**Routed metal, one color a layer**

The bar under the picture is 50 um long.
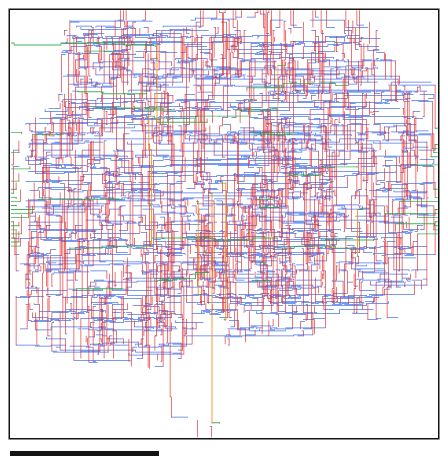
**The metal 4 layer**

The bar under the picture is 50 um long.
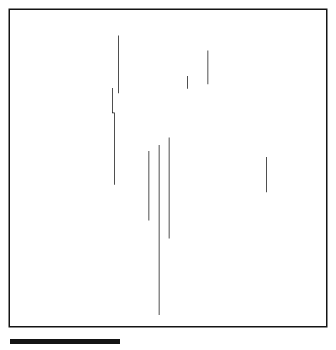
**Placed cells, one color a class**

The bar under the picture is 50 um long. Fill, decap, tap and diode cells in gray.
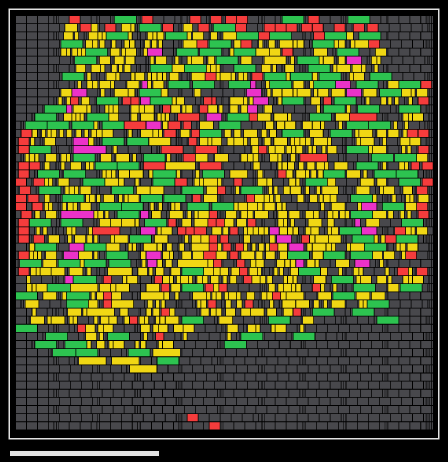
<file path="config.mk">
export PLATFORM = sky130hd
export DESIGN_NAME = pulse_channel_flat
export DESIGN_NICKNAME = d
export VERILOG_FILES = /design/src/rtl/pulse_channel_pkg.sv /design/src/rtl/pulse_channel_if.sv /design/src/rtl/pulse_phase_accumulator.sv /design/src/rtl/pulse_channel.sv /design/src/flat_wrapper.sv
export SDC_FILE = /design/constraint.sdc
export NUM_CORES = 1
export LEC_CHECK = 0
export CAP_MARGIN = 20
export CORE_MARGIN = 1.5
export CORE_UTILIZATION = 40
export CTS_BUF_LIST = sky130_fd_sc_hd__clkbuf_2 sky130_fd_sc_hd__clkbuf_4 sky130_fd_sc_hd__clkbuf_8
export CTS_CLUSTER_DIAMETER = 50
export DETAILED_ROUTE_END_ITERATION = 8
export GPL_ROUTABILITY_DRIVEN = 0
export PLACE_DENSITY = 0.66
export RECOVER_POWER = 100
export SLEW_MARGIN = 15
export SYNTH_ARGS = -nofsm -noshare
export SYNTH_HDL_FRONTEND = slang
export SYNTH_SLANG_ARGS = --single-unit
</file>
<file path="constraint.sdc">
create_clock -name i_clk -period 2.9 [get_ports i_clk]
set_clock_uncertainty 0.05 [all_clocks]
set_input_delay 0.58 -clock i_clk [delete_from_list [all_inputs] [get_ports i_clk]]
set_output_delay 0.58 -clock i_clk [all_outputs]
set_load 0.02 [all_outputs]
</file>
<file path="src/rtl/pulse_channel_pkg.sv">
// Shared definitions for the pulse-wave voice: FSM encodings, default widths
// and the note-length sentinel.
package pulse_channel_pkg;

  // FSM encodings kept as plain constants for compatibility with older tools
  localparam logic [0:0] ST_IDLE    = 1'b0;
  localparam logic [0:0] ST_PLAYING = 1'b1;

  // Default widths for the channel and its bus
  localparam int DEF_PHASE_WIDTH = 32;
  localparam int DEF_DUTY_BITS   = 3;
  localparam int DEF_OUT_WIDTH   = 9;
  localparam int DEF_LEN_WIDTH   = 8;

  // A note length of zero plays until stopped
  localparam int LEN_UNLIMITED = 0;

endpackage

</file>
<file path="src/rtl/pulse_channel_if.sv">
// Note handshake from the sequencer plus the sample/status outputs to the mixer.
interface pulse_channel_if
  import pulse_channel_pkg::*;
#(
  parameter int PHASE_WIDTH = DEF_PHASE_WIDTH,
  parameter int DUTY_BITS   = DEF_DUTY_BITS,
  parameter int OUT_WIDTH   = DEF_OUT_WIDTH,
  parameter int LEN_WIDTH   = DEF_LEN_WIDTH
);
  logic                   i_note_valid;
  logic [PHASE_WIDTH-1:0] i_phase_delta;
  logic [DUTY_BITS-1:0]   i_duty;
  logic [OUT_WIDTH-1:0]   i_amplitude;
  logic [LEN_WIDTH-1:0]   i_length;
  logic                   i_stop;
  logic [OUT_WIDTH-1:0]   o_output;
  logic                   o_frame_pulse;
  logic                   o_busy;

  // Sequencer side: drives notes and stops, observes the channel
  modport master (
    output i_note_valid, i_phase_delta, i_duty, i_amplitude, i_length, i_stop,
    input  o_output, o_frame_pulse, o_busy
  );

  // Channel side
  modport slave (
    input  i_note_valid, i_phase_delta, i_duty, i_amplitude, i_length, i_stop,
    output o_output, o_frame_pulse, o_busy
  );
endinterface

</file>
<file path="src/rtl/pulse_phase_accumulator.sv">
// Modulo-2^PHASE_WIDTH phase accumulator; o_wrap is the carry out of the
// add that is about to be committed this cycle.
module pulse_phase_accumulator #(
  parameter int PHASE_WIDTH = 32
) (
  input  logic                   i_clk,
  input  logic                   i_reset,
  input  logic                   i_enable,
  input  logic                   i_clear,
  input  logic [PHASE_WIDTH-1:0] i_delta,
  output logic [PHASE_WIDTH-1:0] o_phase,
  output logic                   o_wrap
);
  logic [PHASE_WIDTH-1:0] phase_q;
  logic [PHASE_WIDTH-1:0] phase_d;
  logic [PHASE_WIDTH:0]   sum;

  // Next phase: clear has priority, otherwise advance only while enabled
  always_comb begin
    sum = {1'b0, phase_q} + {1'b0, i_delta};
    if (i_clear) begin
      phase_d = '0;
    end else if (i_enable) begin
      phase_d = sum[PHASE_WIDTH-1:0];
    end else begin
      phase_d = phase_q;
    end
  end

  // Phase register
  always_ff @(posedge i_clk) begin
    if (i_reset) begin
      phase_q <= '0;
    end else begin
      phase_q <= phase_d;
    end
  end

  assign o_phase = phase_q;
  assign o_wrap  = i_enable & sum[PHASE_WIDTH];
endmodule

</file>
<file path="src/rtl/pulse_channel.sv">
// Pulse-wave voice: programmable duty/amplitude, note-length counter, and
// note updates deferred to the next period boundary so the waveform never
// glitches mid-period.
module pulse_channel
  import pulse_channel_pkg::*;
#(
  parameter int PHASE_WIDTH = DEF_PHASE_WIDTH,
  parameter int DUTY_BITS   = DEF_DUTY_BITS,
  parameter int OUT_WIDTH   = DEF_OUT_WIDTH,
  parameter int LEN_WIDTH   = DEF_LEN_WIDTH
) (
  input  logic             i_clk,
  input  logic             i_reset,
  pulse_channel_if.slave   bus
);
  logic [0:0]             state_q, state_d;
  logic [PHASE_WIDTH-1:0] delta_act_q, delta_act_d;
  logic [DUTY_BITS-1:0]   duty_act_q, duty_act_d;
  logic [OUT_WIDTH-1:0]   amp_act_q, amp_act_d;
  logic [LEN_WIDTH-1:0]   remaining_q, remaining_d;
  logic [PHASE_WIDTH-1:0] pend_delta_q, pend_delta_d;
  logic [DUTY_BITS-1:0]   pend_duty_q, pend_duty_d;
  logic [OUT_WIDTH-1:0]   pend_amp_q, pend_amp_d;
  logic [LEN_WIDTH-1:0]   pend_len_q, pend_len_d;
  logic                   pend_valid_q, pend_valid_d;
  logic [OUT_WIDTH-1:0]   output_q, output_d;
  logic                   frame_q, frame_d;
  logic                   busy_q, busy_d;

  logic [PHASE_WIDTH-1:0] phase;
  logic                   wrap;
  logic                   acc_enable;
  logic                   acc_clear;
  logic [DUTY_BITS-1:0]   duty_slot;

  // The phase is zero whenever the channel is (or is about to be) idle, so a
  // new note always starts at the beginning of a period.
  assign acc_enable = (state_q == ST_PLAYING);
  assign acc_clear  = (state_d == ST_IDLE);
  assign duty_slot  = phase[PHASE_WIDTH-1 -: DUTY_BITS];

  pulse_phase_accumulator #(
    .PHASE_WIDTH (PHASE_WIDTH)
  ) u_phase (
    .i_clk    (i_clk),
    .i_reset  (i_reset),
    .i_enable (acc_enable),
    .i_clear  (acc_clear),
    .i_delta  (delta_act_q),
    .o_phase  (phase),
    .o_wrap   (wrap)
  );

  // FSM, note registers and length counter; stop overrides everything
  always_comb begin
    state_d      = state_q;
    delta_act_d  = delta_act_q;
    duty_act_d   = duty_act_q;
    amp_act_d    = amp_act_q;
    remaining_d  = remaining_q;
    pend_delta_d = pend_delta_q;
    pend_duty_d  = pend_duty_q;
    pend_amp_d   = pend_amp_q;
    pend_len_d   = pend_len_q;
    pend_valid_d = pend_valid_q;
    case (state_q)
      ST_IDLE: begin
        if (bus.i_stop) begin
          state_d = ST_IDLE;
        end else if (bus.i_note_valid) begin
          state_d      = ST_PLAYING;
          delta_act_d  = bus.i_phase_delta;
          duty_act_d   = bus.i_duty;
          amp_act_d    = bus.i_amplitude;
          remaining_d  = bus.i_length;
          pend_valid_d = 1'b0;
        end else begin
          state_d = ST_IDLE;
        end
      end
      ST_PLAYING: begin
        if (bus.i_stop) begin
          state_d      = ST_IDLE;
          pend_valid_d = 1'b0;
        end else if (wrap) begin
          if (bus.i_note_valid) begin
            // A note arriving exactly on the boundary wins over anything queued
            delta_act_d  = bus.i_phase_delta;
            duty_act_d   = bus.i_duty;
            amp_act_d    = bus.i_amplitude;
            remaining_d  = bus.i_length;
            pend_valid_d = 1'b0;
          end else if (pend_valid_q) begin
            delta_act_d  = pend_delta_q;
            duty_act_d   = pend_duty_q;
            amp_act_d    = pend_amp_q;
            remaining_d  = pend_len_q;
            pend_valid_d = 1'b0;
          end else if (remaining_q == LEN_WIDTH'(1)) begin
            state_d = ST_IDLE;
          end else if (remaining_q != LEN_WIDTH'(LEN_UNLIMITED)) begin
            remaining_d = remaining_q - LEN_WIDTH'(1);
          end else begin
            remaining_d = remaining_q;
          end
        end else if (bus.i_note_valid) begin
          // Mid-period note: park it until the boundary; the latest one wins
          pend_delta_d = bus.i_phase_delta;
          pend_duty_d  = bus.i_duty;
          pend_amp_d   = bus.i_amplitude;
          pend_len_d   = bus.i_length;
          pend_valid_d = 1'b1;
        end else begin
          state_d = ST_PLAYING;
        end
      end
      default: begin
        state_d      = ST_IDLE;
        pend_valid_d = 1'b0;
      end
    endcase
  end

  // Output sample, frame strobe and busy flag for the next cycle
  always_comb begin
    if ((state_q == ST_PLAYING) && !bus.i_stop && (duty_slot < duty_act_q)) begin
      output_d = amp_act_q;
    end else begin
      output_d = '0;
    end
    frame_d = wrap;
    busy_d  = (state_d == ST_PLAYING);
  end

  // State and output registers
  always_ff @(posedge i_clk) begin
    if (i_reset) begin
      state_q      <= ST_IDLE;
      delta_act_q  <= '0;
      duty_act_q   <= '0;
      amp_act_q    <= '0;
      remaining_q  <= '0;
      pend_delta_q <= '0;
      pend_duty_q  <= '0;
      pend_amp_q   <= '0;
      pend_len_q   <= '0;
      pend_valid_q <= 1'b0;
      output_q     <= '0;
      frame_q      <= 1'b0;
      busy_q       <= 1'b0;
    end else begin
      state_q      <= state_d;
      delta_act_q  <= delta_act_d;
      duty_act_q   <= duty_act_d;
      amp_act_q    <= amp_act_d;
      remaining_q  <= remaining_d;
      pend_delta_q <= pend_delta_d;
      pend_duty_q  <= pend_duty_d;
      pend_amp_q   <= pend_amp_d;
      pend_len_q   <= pend_len_d;
      pend_valid_q <= pend_valid_d;
      output_q     <= output_d;
      frame_q      <= frame_d;
      busy_q       <= busy_d;
    end
  end

  assign bus.o_output      = output_q;
  assign bus.o_frame_pulse = frame_q;
  assign bus.o_busy        = busy_q;
endmodule

</file>
<file path="src/flat_wrapper.sv">
// flat-port wrapper written by rule: the top's interface ports become plain ports
module pulse_channel_flat import pulse_channel_pkg::*;
#(
  parameter int PHASE_WIDTH = DEF_PHASE_WIDTH,
  parameter int DUTY_BITS   = DEF_DUTY_BITS,
  parameter int OUT_WIDTH   = DEF_OUT_WIDTH,
  parameter int LEN_WIDTH   = DEF_LEN_WIDTH
)
  (i_clk, i_reset, bus_i_note_valid, bus_i_phase_delta, bus_i_duty, bus_i_amplitude, bus_i_length, bus_i_stop, bus_o_output, bus_o_frame_pulse, bus_o_busy);
  pulse_channel_if #(.PHASE_WIDTH(PHASE_WIDTH), .DUTY_BITS(DUTY_BITS), .OUT_WIDTH(OUT_WIDTH), .LEN_WIDTH(LEN_WIDTH)) bus_i ();
  input  logic i_clk;
  input  logic i_reset;
  input wire logic [$bits(bus_i.i_note_valid)-1:0] bus_i_note_valid;
  input wire logic [$bits(bus_i.i_phase_delta)-1:0] bus_i_phase_delta;
  input wire logic [$bits(bus_i.i_duty)-1:0] bus_i_duty;
  input wire logic [$bits(bus_i.i_amplitude)-1:0] bus_i_amplitude;
  input wire logic [$bits(bus_i.i_length)-1:0] bus_i_length;
  input wire logic [$bits(bus_i.i_stop)-1:0] bus_i_stop;
  output wire logic [$bits(bus_i.o_output)-1:0] bus_o_output;
  output wire logic [$bits(bus_i.o_frame_pulse)-1:0] bus_o_frame_pulse;
  output wire logic [$bits(bus_i.o_busy)-1:0] bus_o_busy;
  assign bus_i.i_note_valid = bus_i_note_valid;
  assign bus_i.i_phase_delta = bus_i_phase_delta;
  assign bus_i.i_duty = bus_i_duty;
  assign bus_i.i_amplitude = bus_i_amplitude;
  assign bus_i.i_length = bus_i_length;
  assign bus_i.i_stop = bus_i_stop;
  assign bus_o_output = bus_i.o_output;
  assign bus_o_frame_pulse = bus_i.o_frame_pulse;
  assign bus_o_busy = bus_i.o_busy;
  pulse_channel #(.PHASE_WIDTH(PHASE_WIDTH), .DUTY_BITS(DUTY_BITS), .OUT_WIDTH(OUT_WIDTH), .LEN_WIDTH(LEN_WIDTH)) u_core (.i_clk(i_clk), .i_reset(i_reset), .bus(bus_i));
endmodule
</file>
==> run summary <==
run metrics: DP Worst Slack=-0.205 ns, top_reg_cell synth=dfxtp_1, global-route wire length before repair=31000 um, setup tns final=0 ns, total cells reported by yosys after synthesis=923, drt first pass iters=5, number of multi-input logic gates=approximately 700, Seq share, synth=0.376, ys flops=148, # DRC=0, WP data arrival=between 3 and 4 ns, Setup Viol. Count Final=0, end of the critical path=u_core.pend_amp_q[5]$_SDFFE_PP0P_, Top non-seq family=AND-OR/OR-AND gates, flip-flops with a built-in enable=0, Worst setup startpoint=u_core.delta_act_q[0]$_SDFFE_PP0P_, RSZ-0062 raised after global routing=yes, leading cell category by total area=multi-input combinational cells, Hold Path End=u_core.pend_delta_q[16]$_SDFFE_PP0P_, run status=complete, no violations, post-route clock period utilization=0.983, placed cell area=9030 um^2, Tot Pwr=0.00441 W, num rows=approximately 51, H-tree Lvls=4, Layout Cell Area excl Fill=9940 um^2, die width=143 um, die area=~21000 um^2, Ys Warns=0, NonClk Buf Share=0.133, initial antenna violation count=0, number of buffers created by CTS=17
About 'routed metal, one color a layer':
metal 2 -> red  # wire length 9060 um
metal 1 -> blue  # wire length 9590 um
metal 4 -> orange  # wire length 260 um
metal 3 -> green  # wire length 631 um

About 'the metal 4 layer':
share of all routed wire = 1.3%
wire length on this layer = 260 um

About 'placed cells, one color a class':
clock drivers and dummy loads -> magenta  # cells 32, share of their area 4.2%
other buffers and delay cells -> red  # cells 135, share of their area 14%
combinational and other logic -> yellow  # cells 717, share of their area 51%
flops -> green  # cells 148, share of their area 31%

==> placed cells by master, fill, tap and decap left out, types with 21 or more instances in the layout <==
cell / netlist / routed
a21oi_1: 104 / 83
a211oi_2: 44 / 44
dfxtp_1: 148 / 143
buf_4: 3 / 54
mux2i_1: 68 / 68
clkdlybuf4s50_1: 0 / 55
ha_1: 36 / 30
nor2_1: 112 / 112
nand2_1: 143 / 135
a21oi_2: 0 / 21
==> metal layers <==
layer	vias up	global-route usage	wire, um
li1	3428	-	-
met1	3232	0.255	9590
met2	103	0.305	9060
met3	18	0.0400	631
met4	0	0.0526	260
met5	-	0	0
==> where the power goes <==
| part | switching (W) | internal [W] |
|---|---|---|
| combinational | 0.000335 | 0.000299 |
| sequential | 0.0000517 | 0.00210 |
| clock | 0.000812 | 0.000819 |
Power and IR drop assume default switching activity.
